--- src/rtl/opf_pkg.sv ---
// Shared definitions for the operand fetch controller: mode encodings,
// instruction field positions and the FSM state type.
package opf_pkg;

   localparam logic [1:0] MODE_REG = 2'b00;
   localparam logic [1:0] MODE_MEM = 2'b01;
   localparam logic [1:0] MODE_IMM = 2'b10;
   localparam logic [1:0] MODE_ILL = 2'b11;

   localparam int INSTR_W  = 24;
   localparam int OPC_MSB  = 23;
   localparam int OPC_LSB  = 18;
   localparam int MODE_MSB = 17;
   localparam int MODE_LSB = 16;
   localparam int RS1_MSB  = 15;
   localparam int RS1_LSB  = 12;
   localparam int RS2_MSB  = 11;
   localparam int RS2_LSB  = 8;
   localparam int IMM_MSB  = 11;
   localparam int IMM_LSB  = 0;
   localparam int IMM_W    = 12;

   typedef enum logic [2:0] {
      S_IDLE,
      S_RD,
      S_CAP,
      S_MEM_REQ,
      S_MEM_WAIT,
      S_OUT
   } state_t;

endpackage

--- src/rtl/operand_fetch_ctrl_if.sv ---
// Bundle of the instruction, register-file, memory and execute-side signals
// of the operand fetch controller. The controller uses the slave modport.
interface operand_fetch_ctrl_if #(
   parameter int unsigned DATA_W   = 16,
   parameter int unsigned REG_ID_W = 4,
   parameter int unsigned ADDR_W   = 16
);
   logic                in_valid;
   logic                in_ready;
   logic [23:0]         instruction;
   logic                rf_rd_en1;
   logic                rf_rd_en2;
   logic [REG_ID_W-1:0] rf_id1;
   logic [REG_ID_W-1:0] rf_id2;
   logic [DATA_W-1:0]   rf_data1;
   logic [DATA_W-1:0]   rf_data2;
   logic                mem_req;
   logic [ADDR_W-1:0]   mem_addr;
   logic                mem_gnt;
   logic                mem_rvalid;
   logic [DATA_W-1:0]   mem_rdata;
   logic                out_valid;
   logic                out_ready;
   logic [5:0]          opcode;
   logic [1:0]          mode;
   logic [DATA_W-1:0]   op1;
   logic [DATA_W-1:0]   op2;
   logic                err;

   modport slave (
      input  in_valid, instruction, rf_data1, rf_data2,
             mem_gnt, mem_rvalid, mem_rdata, out_ready,
      output in_ready, rf_rd_en1, rf_rd_en2, rf_id1, rf_id2,
             mem_req, mem_addr, out_valid, opcode, mode, op1, op2, err
   );

   modport master (
      output in_valid, instruction, rf_data1, rf_data2,
             mem_gnt, mem_rvalid, mem_rdata, out_ready,
      input  in_ready, rf_rd_en1, rf_rd_en2, rf_id1, rf_id2,
             mem_req, mem_addr, out_valid, opcode, mode, op1, op2, err
   );

endinterface

--- src/rtl/opf_timeout_ctr.sv ---
// Saturating memory-wait counter. hit flags the enabled cycle in which the
// count reaches MEM_TIMEOUT, so the waiter can leave on that same edge.
module opf_timeout_ctr #(
   parameter int unsigned MEM_TIMEOUT = 15
) (
   input  logic clk,
   input  logic rst_n,
   input  logic clr,
   input  logic en,
   output logic hit
);

   localparam logic [7:0] LIMIT = 8'(MEM_TIMEOUT);

   logic [7:0] count;

   always_ff @(posedge clk or negedge rst_n) begin
      if (!rst_n) begin
         count <= '0;
      end else if (clr) begin
         count <= '0;
      end else if (en && (count != LIMIT)) begin
         count <= count + 8'd1;
      end
   end

   assign hit = en && (count >= (LIMIT - 8'd1));

endmodule

--- src/rtl/operand_fetch_ctrl.sv ---
// Decode-stage operand fetch sequencer. Define OPF_WB_FWD_EN to add the
// write-back forwarding ports (wb_en, wb_id, wb_data) used in CAP.
//
// state      | meaning
// S_IDLE     | waiting for an instruction, in_ready high
// S_RD       | register-file read enables asserted
// S_CAP      | register data captured, op2 chosen by mode
// S_MEM_REQ  | mem_req held until grant
// S_MEM_WAIT | waiting for mem_rvalid, timeout counter running
// S_OUT      | bundle valid, held until out_ready
module operand_fetch_ctrl
   import opf_pkg::*;
#(
   parameter int unsigned DATA_W      = 16,
   parameter int unsigned REG_ID_W    = 4,
   parameter int unsigned ADDR_W      = 16,
   parameter int unsigned MEM_TIMEOUT = 15
) (
   input  logic                clk,
   input  logic                rst_n,
`ifdef OPF_WB_FWD_EN
   input  logic                wb_en,
   input  logic [REG_ID_W-1:0] wb_id,
   input  logic [DATA_W-1:0]   wb_data,
`endif
   operand_fetch_ctrl_if.slave bus
);

   state_t              state;
   logic [INSTR_W-1:0]  instr;
   logic [1:0]          mode_in;
   logic [1:0]          mode_q;
   logic [DATA_W-1:0]   data1_sel;
   logic [DATA_W-1:0]   data2_sel;
   logic [DATA_W-1:0]   imm_ext;
   logic [ADDR_W-1:0]   addr_ext;
   logic                tmo_clr;
   logic                tmo_en;
   logic                tmo_hit;

   logic                in_ready;
   logic                rf_rd_en1;
   logic                rf_rd_en2;
   logic [REG_ID_W-1:0] rf_id1;
   logic [REG_ID_W-1:0] rf_id2;
   logic                mem_req;
   logic [ADDR_W-1:0]   mem_addr;
   logic                out_valid;
   logic [5:0]          opcode;
   logic [1:0]          mode;
   logic [DATA_W-1:0]   op1;
   logic [DATA_W-1:0]   op2;
   logic                err;

   assign mode_in  = bus.instruction[MODE_MSB:MODE_LSB];
   assign mode_q   = instr[MODE_MSB:MODE_LSB];
   assign imm_ext  = {{(DATA_W-IMM_W){1'b0}}, instr[IMM_MSB:IMM_LSB]};
   assign addr_ext = {{(ADDR_W-IMM_W){1'b0}}, instr[IMM_MSB:IMM_LSB]};

`ifdef OPF_WB_FWD_EN
   assign data1_sel = (wb_en && (wb_id == instr[RS1_MSB:RS1_LSB])) ? wb_data : bus.rf_data1;
   assign data2_sel = (wb_en && (wb_id == instr[RS2_MSB:RS2_LSB])) ? wb_data : bus.rf_data2;
`else
   assign data1_sel = bus.rf_data1;
   assign data2_sel = bus.rf_data2;
`endif

   // Counter is cleared for the whole grant wait and only runs while stalled.
   assign tmo_clr = (state == S_MEM_REQ);
   assign tmo_en  = (state == S_MEM_WAIT) && !bus.mem_rvalid;

   opf_timeout_ctr #(
      .MEM_TIMEOUT (MEM_TIMEOUT)
   ) u_timeout (
      .clk   (clk),
      .rst_n (rst_n),
      .clr   (tmo_clr),
      .en    (tmo_en),
      .hit   (tmo_hit)
   );

   always_ff @(posedge clk or negedge rst_n) begin
      if (!rst_n) begin
         state     <= S_IDLE;
         instr     <= '0;
         in_ready  <= 1'b1;
         rf_rd_en1 <= 1'b0;
         rf_rd_en2 <= 1'b0;
         rf_id1    <= '0;
         rf_id2    <= '0;
         mem_req   <= 1'b0;
         mem_addr  <= '0;
         out_valid <= 1'b0;
         opcode    <= '0;
         mode      <= '0;
         op1       <= '0;
         op2       <= '0;
         err       <= 1'b0;
      end else begin
         case (state)
            S_IDLE: begin
               if (bus.in_valid) begin
                  instr    <= bus.instruction;
                  opcode   <= bus.instruction[OPC_MSB:OPC_LSB];
                  mode     <= mode_in;
                  err      <= 1'b0;
                  in_ready <= 1'b0;
                  state    <= S_RD;
                  if (mode_in != MODE_ILL) begin
                     rf_rd_en1 <= 1'b1;
                     rf_id1    <= bus.instruction[RS1_MSB:RS1_LSB];
                  end
                  if (mode_in == MODE_REG) begin
                     rf_rd_en2 <= 1'b1;
                     rf_id2    <= bus.instruction[RS2_MSB:RS2_LSB];
                  end
               end
            end
            S_RD: begin
               rf_rd_en1 <= 1'b0;
               rf_rd_en2 <= 1'b0;
               if (mode_q == MODE_ILL) begin
                  op1       <= '0;
                  op2       <= '0;
                  err       <= 1'b1;
                  out_valid <= 1'b1;
                  state     <= S_OUT;
               end else begin
                  state <= S_CAP;
               end
            end
            S_CAP: begin
               op1 <= data1_sel;
               case (mode_q)
                  MODE_REG: begin
                     op2       <= data2_sel;
                     out_valid <= 1'b1;
                     state     <= S_OUT;
                  end
                  MODE_IMM: begin
                     op2       <= imm_ext;
                     out_valid <= 1'b1;
                     state     <= S_OUT;
                  end
                  default: begin
                     mem_req  <= 1'b1;
                     mem_addr <= addr_ext;
                     state    <= S_MEM_REQ;
                  end
               endcase
            end
            S_MEM_REQ: begin
               if (bus.mem_gnt) begin
                  mem_req <= 1'b0;
                  if (bus.mem_rvalid) begin
                     op2       <= bus.mem_rdata;
                     out_valid <= 1'b1;
                     state     <= S_OUT;
                  end else begin
                     state <= S_MEM_WAIT;
                  end
               end
            end
            S_MEM_WAIT: begin
               if (bus.mem_rvalid) begin
                  op2       <= bus.mem_rdata;
                  out_valid <= 1'b1;
                  state     <= S_OUT;
               end else if (tmo_hit) begin
                  op2       <= '0;
                  err       <= 1'b1;
                  out_valid <= 1'b1;
                  state     <= S_OUT;
               end
            end
            S_OUT: begin
               if (bus.out_ready) begin
                  out_valid <= 1'b0;
                  in_ready  <= 1'b1;
                  state     <= S_IDLE;
               end
            end
            default: begin
               state <= S_IDLE;
            end
         endcase
      end
   end

   assign bus.in_ready  = in_ready;
   assign bus.rf_rd_en1 = rf_rd_en1;
   assign bus.rf_rd_en2 = rf_rd_en2;
   assign bus.rf_id1    = rf_id1;
   assign bus.rf_id2    = rf_id2;
   assign bus.mem_req   = mem_req;
   assign bus.mem_addr  = mem_addr;
   assign bus.out_valid = out_valid;
   assign bus.opcode    = opcode;
   assign bus.mode      = mode;
   assign bus.op1       = op1;
   assign bus.op2       = op2;
   assign bus.err       = err;

endmodule

--- src/flat_wrapper.sv ---
// flat-port wrapper written by rule: the top's interface ports become plain ports
module operand_fetch_ctrl_flat import opf_pkg::*;
#(
   parameter int unsigned DATA_W      = 16,
   parameter int unsigned REG_ID_W    = 4,
   parameter int unsigned ADDR_W      = 16,
   parameter int unsigned MEM_TIMEOUT = 15
)
  (clk, rst_n, bus_in_valid, bus_instruction, bus_rf_data1, bus_rf_data2, bus_mem_gnt, bus_mem_rvalid, bus_mem_rdata, bus_out_ready, bus_in_ready, bus_rf_rd_en1, bus_rf_rd_en2, bus_rf_id1, bus_rf_id2, bus_mem_req, bus_mem_addr, bus_out_valid, bus_opcode, bus_mode, bus_op1, bus_op2, bus_err);
  operand_fetch_ctrl_if #(.DATA_W(DATA_W), .REG_ID_W(REG_ID_W), .ADDR_W(ADDR_W)) bus_i ();
  input  logic clk;
  input  logic rst_n;
  input wire logic [$bits(bus_i.in_valid)-1:0] bus_in_valid;
  input wire logic [$bits(bus_i.instruction)-1:0] bus_instruction;
  input wire logic [$bits(bus_i.rf_data1)-1:0] bus_rf_data1;
  input wire logic [$bits(bus_i.rf_data2)-1:0] bus_rf_data2;
  input wire logic [$bits(bus_i.mem_gnt)-1:0] bus_mem_gnt;
  input wire logic [$bits(bus_i.mem_rvalid)-1:0] bus_mem_rvalid;
  input wire logic [$bits(bus_i.mem_rdata)-1:0] bus_mem_rdata;
  input wire logic [$bits(bus_i.out_ready)-1:0] bus_out_ready;
  output wire logic [$bits(bus_i.in_ready)-1:0] bus_in_ready;
  output wire logic [$bits(bus_i.rf_rd_en1)-1:0] bus_rf_rd_en1;
  output wire logic [$bits(bus_i.rf_rd_en2)-1:0] bus_rf_rd_en2;
  output wire logic [$bits(bus_i.rf_id1)-1:0] bus_rf_id1;
  output wire logic [$bits(bus_i.rf_id2)-1:0] bus_rf_id2;
  output wire logic [$bits(bus_i.mem_req)-1:0] bus_mem_req;
  output wire logic [$bits(bus_i.mem_addr)-1:0] bus_mem_addr;
  output wire logic [$bits(bus_i.out_valid)-1:0] bus_out_valid;
  output wire logic [$bits(bus_i.opcode)-1:0] bus_opcode;
  output wire logic [$bits(bus_i.mode)-1:0] bus_mode;
  output wire logic [$bits(bus_i.op1)-1:0] bus_op1;
  output wire logic [$bits(bus_i.op2)-1:0] bus_op2;
  output wire logic [$bits(bus_i.err)-1:0] bus_err;
  assign bus_i.in_valid = bus_in_valid;
  assign bus_i.instruction = bus_instruction;
  assign bus_i.rf_data1 = bus_rf_data1;
  assign bus_i.rf_data2 = bus_rf_data2;
  assign bus_i.mem_gnt = bus_mem_gnt;
  assign bus_i.mem_rvalid = bus_mem_rvalid;
  assign bus_i.mem_rdata = bus_mem_rdata;
  assign bus_i.out_ready = bus_out_ready;
  assign bus_in_ready = bus_i.in_ready;
  assign bus_rf_rd_en1 = bus_i.rf_rd_en1;
  assign bus_rf_rd_en2 = bus_i.rf_rd_en2;
  assign bus_rf_id1 = bus_i.rf_id1;
  assign bus_rf_id2 = bus_i.rf_id2;
  assign bus_mem_req = bus_i.mem_req;
  assign bus_mem_addr = bus_i.mem_addr;
  assign bus_out_valid = bus_i.out_valid;
  assign bus_opcode = bus_i.opcode;
  assign bus_mode = bus_i.mode;
  assign bus_op1 = bus_i.op1;
  assign bus_op2 = bus_i.op2;
  assign bus_err = bus_i.err;
  operand_fetch_ctrl #(.DATA_W(DATA_W), .REG_ID_W(REG_ID_W), .ADDR_W(ADDR_W), .MEM_TIMEOUT(MEM_TIMEOUT)) u_core (.clk(clk), .rst_n(rst_n), .bus(bus_i));
endmodule
--- config.mk ---
export PLATFORM = sky130hd
export DESIGN_NAME = operand_fetch_ctrl_flat
export DESIGN_NICKNAME = d
export VERILOG_FILES = /design/src/rtl/opf_pkg.sv /design/src/rtl/operand_fetch_ctrl_if.sv /design/src/rtl/opf_timeout_ctr.sv /design/src/rtl/operand_fetch_ctrl.sv /design/src/flat_wrapper.sv
export SDC_FILE = /design/constraint.sdc
export NUM_CORES = 1
export LEC_CHECK = 0
export CORE_MARGIN = 5
export CORE_UTILIZATION = 40
export DETAILED_ROUTE_END_ITERATION = 6
export PLACE_DENSITY = 0.76
export SLEW_MARGIN = 20
export SYNTH_ARGS = -nofsm -noshare
export SYNTH_HDL_FRONTEND = slang
export SYNTH_SLANG_ARGS = --single-unit
--- constraint.sdc ---
create_clock -name clk -period 2.4 [get_ports clk]
set_input_delay 0.48 -clock clk [delete_from_list [all_inputs] [get_ports clk]]
set_output_delay 0.48 -clock clk [all_outputs]
set_load 0.02 [all_outputs]
==> impl_metrics.tcl, run 1 <==
# implementation run metrics
set metrics [dict create \
    outcome "complete, no violations" \
    power_mw 7.448 \
    drv_cap 0 \
    dominant_cells "registers" \
    worstSetupStartpointType "flip-flop" \
    wl_met3_microns 602 \
    pg_clk_mw 1.09 \
    wl_per_cell_microns 17.51 \
    synth-edff-count 0 \
    fp_util_pct 40.44 \
    power_density_nw_per_um2 1262 \
    post_cts_buffers 0 \
    routed.top_layer "met4" \
    stdcell_area_sq_um 5903 \
    power_frac_seq_pct 34.8 \
    drt_iter0_drc 123 \
    grt_antenna_before_repair 0 \
    antenna_cells 0 \
    comb_area_sq_um 1728 \
    grt_first_pass_wirelength_mm 17.48 \
    cts_tree "built" \
    setup_slack_ns 0.2780 \
    async_flop_share_pct 100.0 \
    worstPathMaxFanout 17 \
    n_all_buffers 154 \
    chipHeight_microns 111.5 \
    layout-drive-gt1-share_pct 19.96 \
    clock_area_share_pct 3.540 \
    yosysMostFrequentCell "dfrtp_1" \
    warnings 27 \
    cp_cell_sequence "nor2b_1, a22oi_1, o211ai_4, mux2_2" \
    vdd_ir_drop_max_mv 0.6042 \
    hold_viol 0 \
    antenna_left 0 \
    ioPinCount 148 \
    worst_clock_skew_ns 0.01309 \
    synth_stat.cells 317 \
    clock_buffers 9 \
    route.met2.wl_mm 5.117 \
    drv_slew 0 \
    synthTopLogicFamily "multiplexers" \
    swShare_pct 37.96 \
    critPathRequiredTime_ns 2.64 \
    critical_path.max_stage_delay_ns 0.62 \
    fin_nets 541 \
    hpwl_mm 7.996 \
    htree_levels 3 \
    simple_gate_share_pct 7.989 \
    cpMaxStageDelayCell "o211ai_4" \
    busiest_layer "met2" \
    top_cells_by_area "dfrtp_1 (53%), mux2_2 (13%), a22o_1 (4.3%), mux2_4 (3.3%), mux2i_1 (3.2%)" \
    fmax_ghz 0.4713 \
    muxShareOfSynthArea_pct 19.29 \
    core_area_sq_um 10180 \
    timing_worst_setup_path_type "flip-flop to flip-flop" \
    drt-met1-wl_mm 4.572 \
    clock_latency_ns 0.36 \
    yosys.area.top_type "dfrtp_1" \
    synthFlopType "dfrtp_1" \
    setup_viol 0 \
    max_slew_margin_pct 53.11 \
    area_growth_syn_to_layout_pct 43.32 \
    crit_buf_inv 0 \
    endpoint "u_core.bus.op2[0]" \
    critPathTopFamily "AND-OR/OR-AND gates" \
    clock-sinks 89 \
    avgSynthCellArea_sq_um 12.99 \
    ff2ff_path_depth 4 \
    firstDrtPassIters 4 \
    ys_seq_elements 89 \
    synth_seq_share_pct 54.10 \
    grtUsageMet2_pct 28.07 \
    ys_area_sq_um 4119 \
    cts-buffers-inserted 9 \
    synth_cell_types 49 \
    internal_power_mw 4.621 \
    nFillCells 893 \
    ys_sh_aoi_pct 12.85 \
    ctsResizeCount 0 \
    final_cell_mix "clkdlybuf4s50_1 (142), dfrtp_1 (88), mux2_2 (47), a22o_1 (20), mux2i_1 (13)" \
    pre_cts_ws_ns 0.06933 \
    cts-root-buf "clkbuf_8" \
    drt-total-wl_mm 10.54 \
    bufAreaShareNonClock_pct 26.24 \
    p_clk_share_pct 14.6 \
    met3_usage_pct 4.891 \
    powerSeq_mw 2.59 \
    nMultiInputCombCells 202 \
    finalClockPeriodUsage_pct 88.42 \
    area.sequential_sq_um 2228 \
    syn_inst 317 \
    worstSetupStartpoint "u_core.state[1]" \
    hold_ws_ns 0.1314 \
    reg.largest.list "u_core.bus.op1 x16, u_core.bus.op2 x16, u_core.instr x14" \
    grt_pass1_vias 3383 \
    period_needed_ns 2.122 \
    clockBufferDepth 2 \
    yosysWarnings 0 \
    dr_total_vias 3097 \
    layout_top_cell "clkdlybuf4s50_1" \
    grtUsageMet1_pct 22.20 \
    postPlaceCellArea_sq_um 5694 \
    rrSetupSlack_ns 0.28 \
    chipArea_sq_um 12430 \
    combPwrFrac_pct 50.6 \
    reg2reg_to "u_core.bus.op2[0]" \
    grt_max_degree 52 \
    grt_usage_pct 17.34 \
    dieWidth_microns 111.5 \
    xor_share_pct 0.8505 \
    worst_setup_path_end_kind "flip-flop" \
    synth.cell_area_sq_um 4119 \
    post-route-drc-count 0 \
    leakage_nw 2.543 \
    dp_cells 586 \
    finalSetupTns_ns 0 \
    io_buffers 143 \
    common_cells "dfrtp_1 (88), mux2_2 (47), a22o_1 (20)" \
    inv_count 5 \
    tightest_slew_ns 0.7001 \
    worstPathArrival_ns 2.36 \
    ctsHoldBuffers 0 \
    vias_per_cell 5.145 \
    comb_area_share_pct 29.27 \
    globalplace.congestion 0.8131 \
    switchingPower_mw 2.827 \
    seq_share_pct 37.75 \
    maxPowerGroup "combinational cells" \
]
Fig. 1: run 1, supply network
Pins as bars on the die edge. Tap cells in gray.
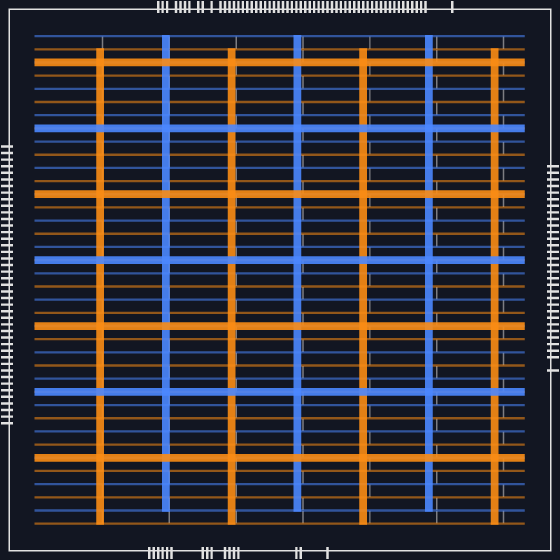
legend:
  VSS:
    color: orange
  VDD:
    color: blue
tap cells: 136
met5 straps: 7

Fig. 2: run 1, clock distribution
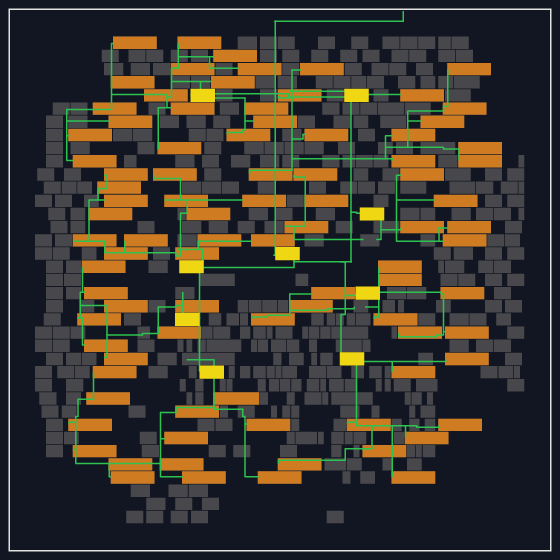
legend:
  cells driving clock nets:
    color: yellow
    count: 9
  clock wires:
    color: green
    length: 1050 microns
  flip-flops:
    color: orange
    count: 89
routed clock nets: 10
flops lie: spread over the die

Fig. 3: run 1, placed standard cells
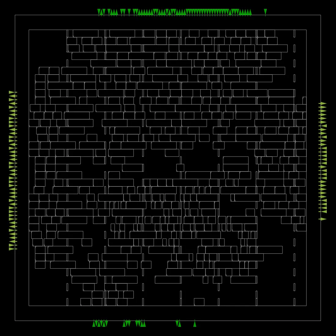
Finished Core Util: 57.96%
Tap Count: 136
Non-Filler Instances: 602
Row Count: 37
FFs & Latches: 89

Fig. 4: run 1, metal 2
The bar under the picture is 20 microns long.
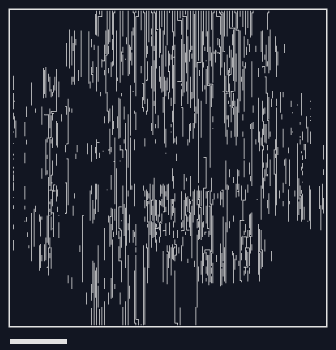
share of all routed wire: 49%
main direction: vertical

Fig. 5: run 1, placed cells, one color a class
The bar under the picture is 20 microns long. Fill, decap, tap and diode cells in gray.
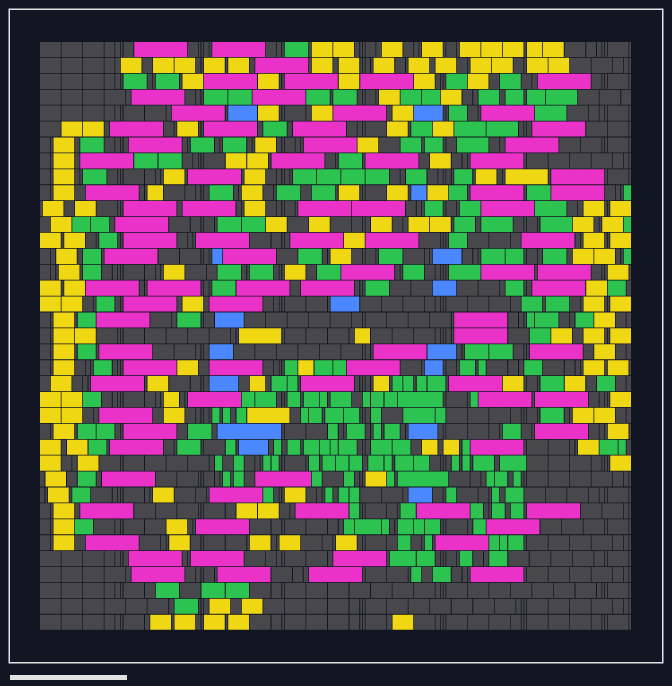

==> run 2, diff against run 1 <==
- CORE_UTILIZATION: 40 -> 45
- PLACE_DENSITY: 0.76 -> 0.83
- TNS_END_PERCENT: not set -> 20
Fig. 6: run 2, placed cells, one color a class
The bar under the picture is 20 microns long. Fill, decap, tap and diode cells in gray.
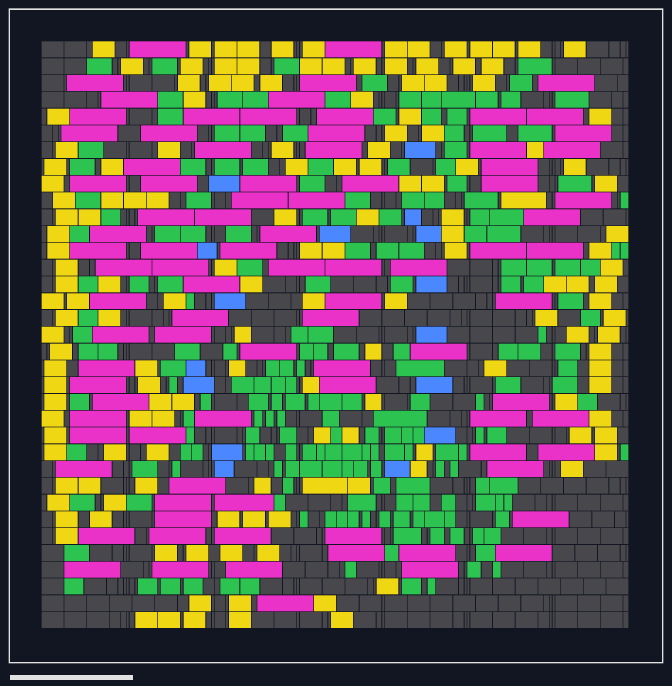
legend:
  clock drivers and dummy loads:
    color: blue
    cells: 16
    share_of_their_area: 3.4%
  all other logic:
    color: green
    cells: 207
    share_of_their_area: 31%
  flip-flops:
    color: magenta
    cells: 89
    share_of_their_area: 39%
  other buffers and delay cells:
    color: yellow
    cells: 155
    share_of_their_area: 27%

Fig. 7: run 2, metal 2
The bar under the picture is 20 microns long.
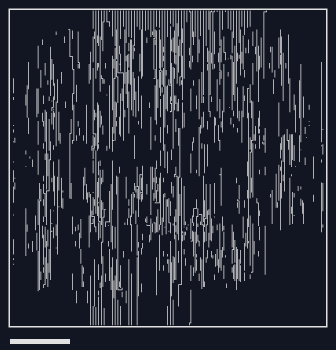
share of all routed wire: 48%
main direction: vertical
wire length on this layer: 5080 microns

==> run 2 against run 1 <==
Against the previous run: sequential power is essentially flat; final area shrank 0.83%; routed wire length is essentially flat; cell count shrank 4.0%; clock skew grew 0.0023 ns; synthesized area is the same; first-iteration DRC count shrank 11%; fmax shrank 0.38%; hold slack lost 0.086 ns; non-clock buffer count grew 1; combinational power is essentially flat; die size shrank 10%; critical endpoint is now u_core.bus.op2[13].
==> impl_metrics.tcl, run 2 <==
# implementation run metrics
set metrics [dict create \
    bufAreaShareNonClock_pct 26.37 \
    synth_cell_types 49 \
    synthTopLogicFamily "multiplexers" \
    powerSeq_mw 2.60 \
    inv_count 5 \
    xor_share_pct 0.8505 \
    power_mw 7.372 \
    antenna_cells 0 \
    async_flop_share_pct 100.0 \
    routed.top_layer "met4" \
    antenna_left 0 \
    vias_per_cell 5.327 \
    clockBufferDepth 2 \
    critPathTopFamily "AND-OR/OR-AND gates" \
    maxPowerGroup "combinational cells" \
    cts-buffers-inserted 9 \
    dieWidth_microns 105.7 \
    synth.cell_area_sq_um 4119 \
    cts_tree "built" \
    grt_first_pass_wirelength_mm 17.07 \
    met3_usage_pct 4.532 \
    worst_clock_skew_ns 0.01538 \
    hold_ws_ns 0.04521 \
    comb_area_share_pct 29.51 \
    cpMaxStageDelayCell "o211ai_4" \
    chipHeight_microns 105.7 \
    ys_area_sq_um 4119 \
    fp_util_pct 45.44 \
    comb_area_sq_um 1728 \
    muxShareOfSynthArea_pct 19.29 \
    simple_gate_share_pct 7.989 \
    drt_iter0_drc 110 \
    finalClockPeriodUsage_pct 88.75 \
    ys_sh_aoi_pct 12.85 \
    grt_max_degree 57 \
    post-route-drc-count 0 \
    nFillCells 720 \
    nMultiInputCombCells 202 \
    drt-total-wl_mm 10.55 \
    switchingPower_mw 2.851 \
    drv_cap 0 \
    grtUsageMet1_pct 24.64 \
    worstSetupStartpointType "flip-flop" \
    yosysMostFrequentCell "dfrtp_1" \
    swShare_pct 38.68 \
    internal_power_mw 4.521 \
    ioPinCount 148 \
    clock_latency_ns 0.36 \
    synthFlopType "dfrtp_1" \
    grt_pass1_vias 3396 \
    grtUsageMet2_pct 31.42 \
    firstDrtPassIters 4 \
    dr_total_vias 3079 \
    globalplace.congestion 0.7979 \
    layout-drive-gt1-share_pct 20.13 \
    htree_levels 3 \
    hold_viol 0 \
    timing_worst_setup_path_type "flip-flop to flip-flop" \
    hpwl_mm 8.035 \
    cp_cell_sequence "nor2b_1, a22oi_1, o211ai_4, mux2_2" \
    final_cell_mix "clkdlybuf4s50_1 (142), dfrtp_1 (88), mux2_2 (47), a22o_1 (20), mux2i_1 (13)" \
    area.sequential_sq_um 2228 \
    reg.largest.list "u_core.bus.op1 x16, u_core.bus.op2 x16, u_core.instr x14" \
    combPwrFrac_pct 51.2 \
    io_buffers 143 \
    cts-root-buf "clkbuf_8" \
    pg_clk_mw 1.00 \
    synth_seq_share_pct 54.10 \
    route.met2.wl_mm 5.081 \
    core_area_sq_um 9065 \
    setup_slack_ns 0.2700 \
    period_needed_ns 2.130 \
    dominant_cells "registers" \
    ctsResizeCount 0 \
    grt_usage_pct 19.16 \
    reg2reg_to "u_core.bus.op2[13]" \
    final_util_pct 64.58 \
    ff_count 89 \
    leakage_nw 2.534 \
    endpoint "u_core.bus.op2[13]" \
    vdd_ir_drop_max_mv 0.7693 \
    clock_buffers 9 \
    worst_setup_path_end_kind "flip-flop" \
    n_tap_cell 111 \
    pre_cts_ws_ns 0.04835 \
    area_growth_syn_to_layout_pct 42.13 \
    rrSetupSlack_ns 0.27 \
    drt-met1-wl_mm 4.503 \
    fmax_ghz 0.4695 \
    warnings 27 \
    power_density_nw_per_um2 1259 \
    top_cells_by_area "dfrtp_1 (53%), mux2_2 (13%), a22o_1 (4.3%), mux2_4 (3.3%), mux2i_1 (3.2%)" \
    clock_area_share_pct 3.355 \
    grt_antenna_before_repair 0 \
    wl_met3_microns 684 \
    common_cells "dfrtp_1 (88), mux2_2 (47), a22o_1 (20)" \
    setup_viol 0 \
    avgSynthCellArea_sq_um 12.99 \
    finalSetupTns_ns 0 \
    yosys.area.top_type "dfrtp_1" \
    chipArea_sq_um 11170 \
    wl_per_cell_microns 18.26 \
    rows 35 \
    syn_inst 317 \
    p_clk_share_pct 13.6 \
    layout_top_cell "clkdlybuf4s50_1" \
    worstPathMaxFanout 17 \
    outcome "complete, no violations" \
    crit_buf_inv 0 \
    critPathRequiredTime_ns 2.64 \
    clock-sinks 89 \
    seq_share_pct 38.06 \
]
Power is estimated from default activity; no workload was simulated.
